$ cat src/rtl/alu_issue_pkg.sv
// Shared encodings for the ALU issue/writeback stage: funct codes, ALU ops,
// FSM states and the funct decoder.
package alu_issue_pkg;

  localparam logic [5:0] FUNCT_AND = 6'h24;
  localparam logic [5:0] FUNCT_OR  = 6'h25;
  localparam logic [5:0] FUNCT_ADD = 6'h20;
  localparam logic [5:0] FUNCT_SUB = 6'h22;
  localparam logic [5:0] FUNCT_SLT = 6'h2A;

  localparam logic [2:0] OP_AND = 3'd0;
  localparam logic [2:0] OP_OR  = 3'd1;
  localparam logic [2:0] OP_ADD = 3'd2;
  localparam logic [2:0] OP_SUB = 3'd6;
  localparam logic [2:0] OP_SLT = 3'd3;

  typedef enum logic [1:0] {
    IDLE = 2'd0,
    EXEC = 2'd1,
    WB   = 2'd2
  } state_t;

  typedef struct packed {
    logic       legal;
    logic [2:0] op;
  } decode_t;

  function automatic decode_t decode_funct(input logic [5:0] funct);
    decode_t d;
    d.legal = 1'b1;
    d.op    = OP_AND;
    case (funct)
      FUNCT_AND: d.op = OP_AND;
      FUNCT_OR:  d.op = OP_OR;
      FUNCT_ADD: d.op = OP_ADD;
      FUNCT_SUB: d.op = OP_SUB;
      FUNCT_SLT: d.op = OP_SLT;
      default:   d.legal = 1'b0;
    endcase
    return d;
  endfunction

endpackage

$ cat src/rtl/alu_issue_stage_regfile.sv
// 2^AW x DW register file: two operand read ports, one debug read port and a
// single synchronous write port. r0 reads as zero and ignores writes.
module alu_regfile #(
  parameter int DW = 32,
  parameter int AW = 5
) (
  input  logic          clk,
  input  logic          rst_n,
  input  logic [AW-1:0] i_rd_addr_a,
  output logic [DW-1:0] o_rd_data_a,
  input  logic [AW-1:0] i_rd_addr_b,
  output logic [DW-1:0] o_rd_data_b,
  input  logic [AW-1:0] i_dbg_addr,
  output logic [DW-1:0] o_dbg_data,
  input  logic          i_we,
  input  logic [AW-1:0] i_wr_addr,
  input  logic [DW-1:0] i_wr_data
);

  logic [DW-1:0] r_mem [2**AW];

  always_ff @(posedge clk) begin
    if (!rst_n) begin
      for (int i = 0; i < 2**AW; i++) r_mem[i] <= '0;
    end else if (i_we && (i_wr_addr != '0)) begin
      r_mem[i_wr_addr] <= i_wr_data;
    end
  end

  assign o_rd_data_a = (i_rd_addr_a == '0) ? '0 : r_mem[i_rd_addr_a];
  assign o_rd_data_b = (i_rd_addr_b == '0) ? '0 : r_mem[i_rd_addr_b];
  assign o_dbg_data  = (i_dbg_addr  == '0) ? '0 : r_mem[i_dbg_addr];

endmodule

$ cat src/rtl/alu_issue_stage.sv
// Issue/writeback stage feeding a combinational 32-bit ALU: decodes R-type
// instructions, drives registered operands and writes the result back.
//
// state | meaning
// IDLE  | accept an instruction or a direct register load
// EXEC  | operands on the ALU; capture its result at the end of the cycle
// WB    | wb_valid pulse; write the captured result unless rd==0 or overflow
module alu_issue_stage
  import alu_issue_pkg::*;
#(
  parameter int DW = 32,
  parameter int AW = 5
) (
  input  logic          clk,
  input  logic          rst_n,
  input  logic          in_valid,
  output logic          in_ready,
  input  logic [31:0]   in_instr,
  input  logic          ld_valid,
  input  logic [AW-1:0] ld_addr,
  input  logic [DW-1:0] ld_data,
  output logic [DW-1:0] alu_a,
  output logic [DW-1:0] alu_b,
  output logic [2:0]    alu_op,
  input  logic [DW-1:0] alu_out,
  input  logic          alu_zero,
  input  logic          alu_over,
  output logic          wb_valid,
  output logic [AW-1:0] wb_rd,
  output logic [DW-1:0] wb_data,
  output logic          wb_zero,
  output logic          wb_over,
  output logic          err_illegal,
  input  logic [AW-1:0] dbg_addr,
  output logic [DW-1:0] dbg_data
);

  state_t        r_state, w_state_next;
  logic [DW-1:0] r_alu_a, r_alu_b;
  logic [2:0]    r_alu_op;
  logic [AW-1:0] r_rd, r_wb_rd;
  logic [DW-1:0] r_wb_data;
  logic          r_wb_zero, r_wb_over, r_wb_valid, r_err_illegal;

  logic [AW-1:0] w_rs, w_rt, w_rd;
  logic [DW-1:0] w_rs_data, w_rt_data;
  decode_t       w_dec;
  logic          w_accept;
  logic          w_rf_we;
  logic [AW-1:0] w_rf_waddr;
  logic [DW-1:0] w_rf_wdata;
  logic          w_unused_instr;

  assign w_rs  = AW'(in_instr[25:21]);
  assign w_rt  = AW'(in_instr[20:16]);
  assign w_rd  = AW'(in_instr[15:11]);
  assign w_dec = decode_funct(in_instr[5:0]);
  assign w_unused_instr = &{in_instr[31:26], in_instr[10:6]};

  assign in_ready = (r_state == IDLE) && !ld_valid;
  assign w_accept = in_valid && in_ready;

  always_comb begin
    w_state_next = r_state;
    unique case (r_state)
      IDLE:    if (w_accept && w_dec.legal) w_state_next = EXEC;
      EXEC:    w_state_next = WB;
      WB:      w_state_next = IDLE;
      default: w_state_next = IDLE;
    endcase
  end

  always_ff @(posedge clk) begin
    if (!rst_n) r_state <= IDLE;
    else        r_state <= w_state_next;
  end

  // Loads only happen in IDLE and writebacks only in WB, so they never collide.
  always_comb begin
    w_rf_we    = 1'b0;
    w_rf_waddr = '0;
    w_rf_wdata = '0;
    if ((r_state == IDLE) && ld_valid) begin
      w_rf_we    = 1'b1;
      w_rf_waddr = ld_addr;
      w_rf_wdata = ld_data;
    end else if ((r_state == WB) && !r_wb_over) begin
      w_rf_we    = 1'b1;
      w_rf_waddr = r_wb_rd;
      w_rf_wdata = r_wb_data;
    end
  end

  always_ff @(posedge clk) begin
    if (!rst_n) begin
      r_alu_a       <= '0;
      r_alu_b       <= '0;
      r_alu_op      <= OP_AND;
      r_rd          <= '0;
      r_wb_rd       <= '0;
      r_wb_data     <= '0;
      r_wb_zero     <= 1'b0;
      r_wb_over     <= 1'b0;
      r_wb_valid    <= 1'b0;
      r_err_illegal <= 1'b0;
    end else begin
      r_wb_valid    <= (r_state == EXEC);
      r_err_illegal <= w_accept && !w_dec.legal;
      if (w_accept && w_dec.legal) begin
        r_alu_a  <= w_rs_data;
        r_alu_b  <= w_rt_data;
        r_alu_op <= w_dec.op;
        r_rd     <= w_rd;
      end
      if (r_state == EXEC) begin
        r_wb_data <= alu_out;
        r_wb_zero <= alu_zero;
        r_wb_over <= alu_over && ((r_alu_op == OP_ADD) || (r_alu_op == OP_SUB));
        r_wb_rd   <= r_rd;
      end
    end
  end

  alu_regfile #(.DW(DW), .AW(AW)) u_regfile (
    .clk         (clk),
    .rst_n       (rst_n),
    .i_rd_addr_a (w_rs),
    .o_rd_data_a (w_rs_data),
    .i_rd_addr_b (w_rt),
    .o_rd_data_b (w_rt_data),
    .i_dbg_addr  (dbg_addr),
    .o_dbg_data  (dbg_data),
    .i_we        (w_rf_we),
    .i_wr_addr   (w_rf_waddr),
    .i_wr_data   (w_rf_wdata)
  );

  assign alu_a       = r_alu_a;
  assign alu_b       = r_alu_b;
  assign alu_op      = r_alu_op;
  assign wb_valid    = r_wb_valid;
  assign wb_rd       = r_wb_rd;
  assign wb_data     = r_wb_data;
  assign wb_zero     = r_wb_zero;
  assign wb_over     = r_wb_over;
  assign err_illegal = r_err_illegal;

endmodule

$ cat config.mk
export PLATFORM = sky130hd
export DESIGN_NAME = alu_issue_stage
export DESIGN_NICKNAME = d
export VERILOG_FILES = /design/src/rtl/alu_issue_pkg.sv /design/src/rtl/alu_issue_stage_regfile.sv /design/src/rtl/alu_issue_stage.sv
export SDC_FILE = /design/constraint.sdc
export NUM_CORES = 2
export LEC_CHECK = 0
export CAP_MARGIN = 20
export CORE_MARGIN = 2
export CORE_UTILIZATION = 50
export DETAILED_ROUTE_END_ITERATION = 8
export PLACE_DENSITY = 0.68
export SYNTH_ARGS = -nofsm -noshare
export SYNTH_HDL_FRONTEND = slang
export SYNTH_SLANG_ARGS = --single-unit
$ cat constraint.sdc
create_clock -name clk -period 5.8 [get_ports clk]
set_input_delay 0.87 -clock clk [delete_from_list [all_inputs] [get_ports clk]]
set_output_delay 0.87 -clock clk [all_outputs]
set_load 0.005 [all_outputs]
==> results.py <==
# Physical implementation metrics
metrics = {
    "run_status": {
        "status": "complete, no violations",
    },
    "finish": {
        "postLayoutCellArea_um2": 73400,
        "layout_top_cells": "edfxtp_1, nor2_1, mux4_2",
        "final_net_count": 5023,
        "nFillCells": 10100,
        "diodes": 1,
        "finalCoreUtilization_pct": 57.4,
        "n_all_inverters": 36,
        "regMostFlops": "u_regfile.r_mem",
        "comb_share_pct": 40.2,
        "lay_top_count": "edfxtp_1",
        "seq_area_share_pct": 45.0,
        "area_growth_pct": 13.7,
        "largest_class": "registers",
        "logic_gate_count": 3152,
        "final_layout_size_suffix_gt1_share_pct": 24.5,
        "regArea_um2": 33100,
        "buf_share_pct": 6.03,
    },
    "synthesis": {
        "yosys_most_used_dff": "edfxtp_1",
        "synth.largest_area_cell": "edfxtp_1",
        "synth_warnings": 0,
        "avgSynthCellArea_um2": 13.4,
        "synth_flops": 1139,
        "ys_area_um2": 64600,
        "ys_seq_share_pct": 51.2,
        "ys_sh_simple_pct": 9.26,
        "area_leaders": "edfxtp_1, mux4_2, mux2i_1",
        "syn-cell-area_um2": 64600,
        "yosys.cell_types.count": 60,
        "edf_count": 1024,
        "async_reset_ff_share_pct": 0,
        "yosys.cell_count.top_type": "edfxtp_1",
    },
    "timing": {
        "slew_violations": 0,
        "rsz0062_at_grt": "no",
        "finalCriticalPeriod_ps": 4820,
        "tns_ps": 0,
        "setup-violations-final": 0,
        "layout_setup_ws_ps": 983,
        "worstMarginPinSlew_ps": 1310,
        "finalClockPeriodUsage_pct": 83.1,
        "hold_violations": 0,
        "max_freq_mhz": 208,
        "slew_headroom_pct": 12.4,
    },
    "worst_setup_path": {
        "cp_data_arrival_time_ps": 3950,
        "setup.worst_path.start_class": "input pin",
        "crit_top_cell": "mux4_2",
        "critPathTopFamily": "buffers and inverters",
        "critPathMaxFanout": 34,
        "cp.depth": 7,
        "cp-endpoint": "dbg_data[26]",
        "critical_path_class": "in -> out",
        "reg2reg_from": "r_state[1]$_SDFFE_PN0P_",
        "endpoint_kind": "output port",
        "worst-endpoint-required_ps": 4930,
        "cp_slowest_cell": "mux4_2",
        "crit_start": "dbg_addr[0]",
        "path_buffers": 3,
    },
    "flow_run": {
        "maxCapViolCount": 0,
    },
    "pwr": {
        "p_per_area_nw_per_um2": 281,
        "power.group.top": "registers",
        "p_sw_mw": 5.41,
        "seq-power_mw": 9.51,
        "power_mw": 20.6,
        "pg_comb_mw": 2.94,
        "clkPwrFrac_pct": 39.7,
        "switching_share_pct": 26.2,
        "p_clk_mw": 8.19,
        "pwr-share-seq_pct": 46.1,
        "p_leak_nw": 25.3,
    },
    "clock_network": {
        "clk_pin_slew_ps": 60,
        "cts_hold_buf": 0,
        "ctsLongestPathBuffers": 3,
        "htreeDepth": 4,
    },
    "placed_design": {
        "io_buffers": 241,
        "post-place-cells": 6436,
        "finalWeightedCongestion": 0.986,
        "dpl_cell_area_um2": 69200,
    },
    "hold_path": {
        "hold_path_class": "reg -> reg",
        "holdPathStages": 2,
        "hold_start": "wb_zero$_SDFFE_PN0P_",
        "min_to": "wb_zero$_SDFFE_PN0P_",
    },
    "routing": {
        "route.detailed.drc": 0,
        "drt_iter0_drc": 8597,
        "antenna_left": 0,
        "routed-wl-met2_um": 109000,
        "viasPerCell": 7.36,
    },
    "global_route": {
        "grt.busiest_layer": "met2",
        "use_met1_pct": 47.9,
        "grtUsageMet3_pct": 13.8,
        "grt_max_degree": 101,
        "grt_use_met2_pct": 54.8,
        "antenna_found_initial": 5,
    },
    "die": {
        "fp.dieH_um": 363,
        "core_um2": 128000,
        "pin_count": 253,
        "dieArea_um2": 132000,
    },
}
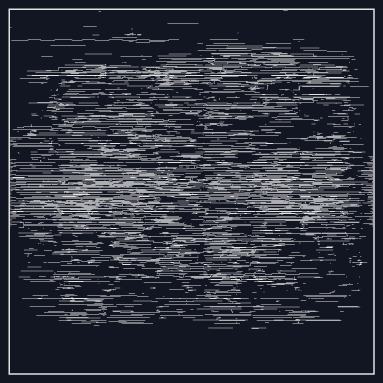
met3.png
(1 px per um)
nets with wire on the layer: 960
share of all routed wire: 16%
wire length on this layer: 40.2 mm

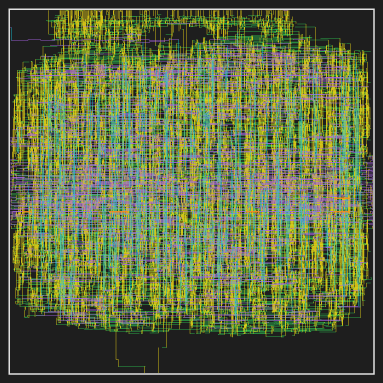
metal_stack.png
(1 px per um)
[met2] yellow | wire length: 109 mm
[met1] green | wire length: 82.6 mm
[met5] orange | wire length: 65.3 um
[met3] purple | wire length: 40.2 mm
[met4] cyan | wire length: 20.3 mm
GRT Util Overall: 38.0%
DR vias: 49,100
DR WL/cell: 37.8 um
WL final: 252,000 um

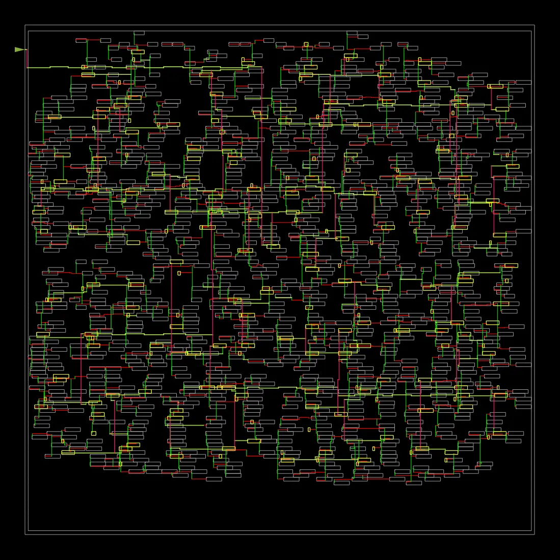
final_clocks.png
final setup skew: 27.2 ps
flop count: 1,139
# clk buffers: 175
TritonCTS buffer count: 133
CTS sink count: 1,139

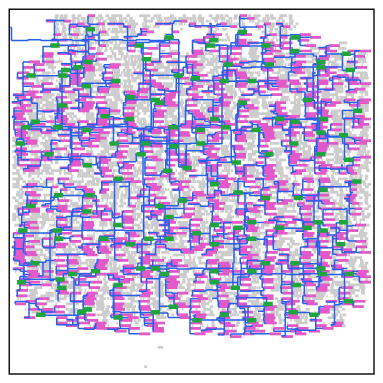
clock_map.png
(1 px per um)
[cells driving clock nets] green | count: 133
[flip-flops] magenta | count: 1,139
[clock wires] blue | length: 14,500 um
flops lie: widely spread
routed clock nets: 134

Power is estimated from default activity; no workload was simulated.
